==> config.mk <==
export PLATFORM = sky130hd
export DESIGN_NAME = pipe_gate_reg
export DESIGN_NICKNAME = d
export VERILOG_FILES = /design/src/rtl/pipe_gate_pkg.sv /design/src/rtl/pipe_gate_stage.sv /design/src/rtl/pipe_gate_reg.sv
export SDC_FILE = /design/constraint.sdc
export NUM_CORES = 1
export LEC_CHECK = 0
export CAP_MARGIN = 30
export CORE_AREA = 2 2 39 41
export CTS_BUF_LIST = sky130_fd_sc_hd__clkbuf_8
export CTS_CLUSTER_DIAMETER = 40
export DETAILED_ROUTE_END_ITERATION = 8
export DIE_AREA = 0 0 41 43
export PLACE_DENSITY = 0.42
export REMOVE_ABC_BUFFERS = 1
export SYNTH_ARGS = -nofsm -noshare
export SYNTH_HDL_FRONTEND = slang
export SYNTH_SLANG_ARGS = --single-unit
export TNS_END_PERCENT = 10
==> constraint.sdc <==
create_clock -name clk -period 1.45 [get_ports clk]
set_input_delay 0.29 -clock clk [delete_from_list [all_inputs] [get_ports clk]]
set_output_delay 0.29 -clock clk [all_outputs]
set_load 0.02 [all_outputs]
==> src/rtl/pipe_gate_pkg.sv <==
// pipe_gate_pkg: combine-function encoding, parameter limits and the bitwise gate for pipe_gate_reg.
package pipe_gate_pkg;

    typedef enum logic [1:0] {
        MODE_AND  = 2'b00,
        MODE_OR   = 2'b01,
        MODE_XOR  = 2'b10,
        MODE_NAND = 2'b11
    } mode_t;

    localparam int B_PRE_MAX = 4;
    localparam int DEPTH_MAX = 8;

    function automatic logic gate_f(input mode_t mode, input logic a, input logic b);
        return mode == MODE_AND ? a & b :
               mode == MODE_OR  ? a | b :
               mode == MODE_XOR ? a ^ b : ~(a & b);
    endfunction

endpackage

==> src/rtl/pipe_gate_stage.sv <==
// pipe_gate_stage: one data register plus valid bit; flush clears only the valid bit.
module pipe_gate_stage #(
    parameter int WIDTH = 1
) (
    input  logic             clk,
    input  logic             reset,
    input  logic             en,
    input  logic             flush,
    input  logic [WIDTH-1:0] d,
    input  logic             d_valid,
    output logic [WIDTH-1:0] q,
    output logic             q_valid
);

    always_ff @(posedge clk or negedge reset) begin
        if (!reset) begin
            q       <= '0;
            q_valid <= 1'b0;
        end else begin
            if (en) q <= d;
            q_valid <= flush ? 1'b0 : en ? d_valid : q_valid;
        end
    end

endmodule

==> src/rtl/pipe_gate_reg.sv <==
// pipe_gate_reg: b delayed by B_PRE stages, gated bitwise with a, then DEPTH output stages
// with valid tracking, global hold and synchronous flush.
module pipe_gate_reg
    import pipe_gate_pkg::*;
#(
    parameter int WIDTH = 1,
    parameter int B_PRE = 1,
    parameter int DEPTH = 2
) (
    input  logic             clk,
    input  logic             reset,
    input  logic [WIDTH-1:0] a,
    input  logic [WIDTH-1:0] b,
    input  logic             in_valid,
    input  logic             hold,
    input  logic             flush,
    input  logic [1:0]       mode,
    output logic [WIDTH-1:0] out,
    output logic             out_valid,
    output logic             busy
);

    if (B_PRE < 0 || B_PRE > B_PRE_MAX || DEPTH < 1 || DEPTH > DEPTH_MAX) begin : g_bad_param
        $fatal(1, "pipe_gate_reg: B_PRE must be 0..4 and DEPTH 1..8");
    end

    logic [WIDTH-1:0] b_del;
    logic [WIDTH-1:0] f;
    logic [WIDTH-1:0] dq [DEPTH];
    logic [DEPTH-1:0] vq;

    if (B_PRE == 0) begin : g_b_direct
        assign b_del = b;
    end else begin : g_b_pipe
        logic [WIDTH-1:0] bs [B_PRE];
        // The b path ignores flush: only valid bits are cleared, data keeps flowing.
        always_ff @(posedge clk or negedge reset) begin
            if (!reset) begin
                for (int i = 0; i < B_PRE; i++) bs[i] <= '0;
            end else if (!hold) begin
                bs[0] <= b;
                for (int i = 1; i < B_PRE; i++) bs[i] <= bs[i-1];
            end
        end
        assign b_del = bs[B_PRE-1];
    end

    always_comb begin
        f = '0;
        for (int i = 0; i < WIDTH; i++) f[i] = gate_f(mode_t'(mode), a[i], b_del[i]);
    end

    for (genvar g = 0; g < DEPTH; g++) begin : g_stage
        pipe_gate_stage #(.WIDTH(WIDTH)) u_stage (
            .clk     (clk),
            .reset   (reset),
            .en      (!hold),
            .flush   (flush),
            .d       (g == 0 ? f : dq[g == 0 ? 0 : g-1]),
            .d_valid (g == 0 ? in_valid : vq[g == 0 ? 0 : g-1]),
            .q       (dq[g]),
            .q_valid (vq[g])
        );
    end

    assign out       = dq[DEPTH-1];
    assign out_valid = vq[DEPTH-1];
    assign busy      = |vq;

endmodule

**Logic cells by family**

The bar under the picture is 10 um long.
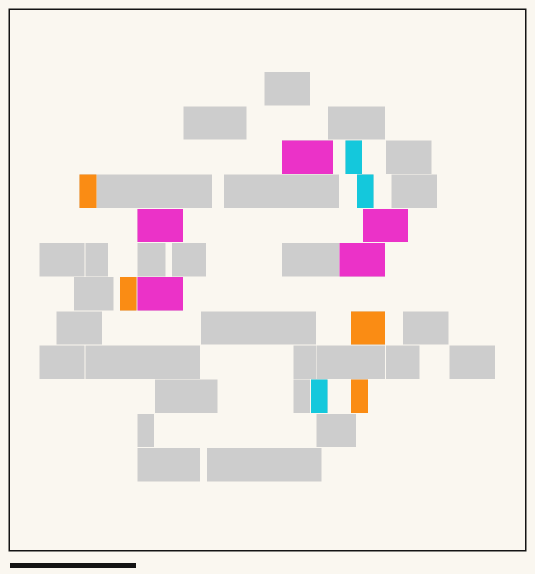
| colour | family | cells | most used |
|---|---|---|---|
| magenta | mux cells | 5 | mux2i_1 |
| orange | nor cells | 4 | nor2_1 |
| cyan | inv cells | 3 | inv_1 |
fraction of area in multi-input gates: 0.2817
Non-Filler Instances: 56

**I/O pins on the die edge**

Pins as bars across the die edge, other pins in grey.
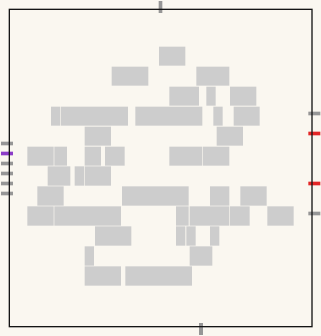
| colour | port | pins | direction | edge |
|---|---|---|---|---|
| purple | reset | 1 | input | left |
| red | mode | 2 | input | right |

**Routed metal, one colour a layer**

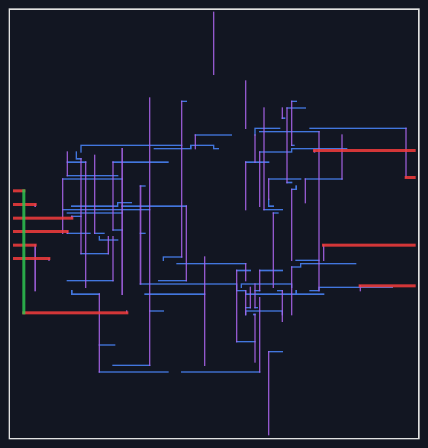
| colour | layer | wire length |
|---|---|---|
| red | M3 | 55.2 um |
| purple | M2 | 290 um |
| green | M4 | 12.2 um |
| blue | M1 | 227 um |

**Clock nets**

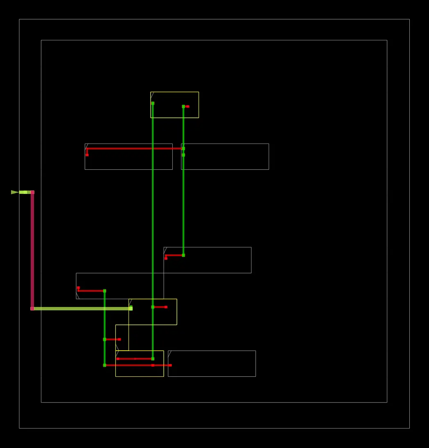
clk_lat worst skew: 0.22 ns
CTS Buf Count: 3
skew final: 0.002579 ns
clkbuf count: 3
P_clk: 0.000248 W

==> cells in the mapped netlist <==
cell type,count,area (um^2)
mux2i_1,4,40.04
dfrtp_1,5,125.1
mux2_2,1,11.26
nand2_1,1,3.750
inv_1,3,11.26
buf_6,1,11.26
nor2_1,3,11.26
nor3b_1,1,7.510
a221oi_2,1,15.01
ha_1,2,25.02
o21ai_0,1,5.000
or2_2,1,6.260
==> final cells by class <==
cell class	instances	area share
repair buffers	13	0.2648
multi-input cells	15	0.2817
clock buffers	3	0.09296
well taps	16	0.04507
inverters	3	0.02535
flip-flops and latches	5	0.2817
clock inverters	1	0.008451
==> state kept, by name, indices dropped and copies added, names as in the netlist <==
name                     count
b_del                        1
g_stage.u_stage.q            2
g_stage.u_stage.q_valid      2
==> flow_summary.toml <==
# yosys + openroad results
[global_routing]
grt.overflow.total = 0
use_met3 = 0.03141
grt.busiest_layer = "met2"
antenna_found_initial = 0
grtUsageMet2 = 0.1281
grt_max_degree = 7
gr-usage-met1 = 0.09477

[power_and_ir_drop]
p_per_area_nw_per_um2 = 1118
totalPowerFinal_w = 0.0004966
pwr-share-clk = 0.500
p_int_w = 0.0003838
power_frac_comb = 0.177
netSwitchingFraction = 0.2271
p_seq_w = 0.000160
switching_power_w = 0.0001128
power_leakage_nw = 0.2260
comb_cell_power_w = 0.0000879

[placement]
place.gp.congestion = 0.5843
post-place-ws_ns = -0.09769
io_buffers = 11
dp_hpwl_um = 466.1
placed_area_um2 = 406.6

[detailed_routing]
wl_met1_um = 227
ant_nets = 0
routed_wl_um = 584
drc_errors = 0
dr.max_layer_used = "met4"
wl_per_cell_um = 10.43
wl_met2_um = 290
wl_met3_um = 55
num_vias = 226
dr.pass1.iters = 1

[clocking]
clock-sinks = 5
clockRootBuffer = "clkbuf_8"
cts_hold_buf = 0
clk_pin_slew_ns = 0.04
htreeDepth = 1
cts_setup_buffers = 0
cts_tree = "built"

[synth]
synthXorXnorAreaFrac = 0
yosys_warnings = 0
adder_share = 0.09174
synth-cells-yosys = 24
syn_area_um2 = 272.8
ys.flops = 5
yosysUniqueCellTypes = 12
compound_area_frac = 0.07339
synth.cellmix.simpleShare = 0.1055

[sta]
tns_ns = 0
finalCritPeriodShare = 0.9147
fin_ws_ns = 0.1236
hold_slack_ns = 0.2984
max_freq_mhz = 753.9
slew_headroom = 0.8401
setup_viol = 0
rsz0062_at_grt = "false"
hold_violations = 0

[setup_path]
critPathKind = "reg2out"
crit_buf_inv = 1
reg2reg_from = "b_del"
path_max_fanout = 2
cp_num_cells = 2
cp-startpoint = "g_stage[1].u_stage.q_valid"
worstPathArrival_ns = 1.04
worstSetupEndpoint = "busy"
critPathCaptureType = "output pin"
reg2reg_slack_ns = 0.37
crit_family = "flip-flops"
crit_required_ns = 1.16
critical_path.cell_chain = "or2_2 -> buf_2"
cp_slowest_cell = "dfrtp_1"

[finish]
layout_top_cells = "clkdlybuf4s50_1 (8), dfrtp_1 (5), inv_1 (4), mux2i_1 (4)"
fill_cells = 149
n_antenna_cell = 0
post-route-util = 0.3210
design_area_um2 = 444.2
seqCellArea_um2 = 125.1
drive_gt1_frac = 0.2250

[floorplanning]
die_w_um = 41
ioPinCount = 12
fp.coreArea_um2 = 1384
fp_util = 0.1971
dieArea_um2 = 1763
num_rows = 14

[min_path]
hold_path.class = "in2async"

[status]
status = "finished clean"

[job]
warning_count = 26
Power figures rest on the tool's default switching activity, not on a simulated workload.
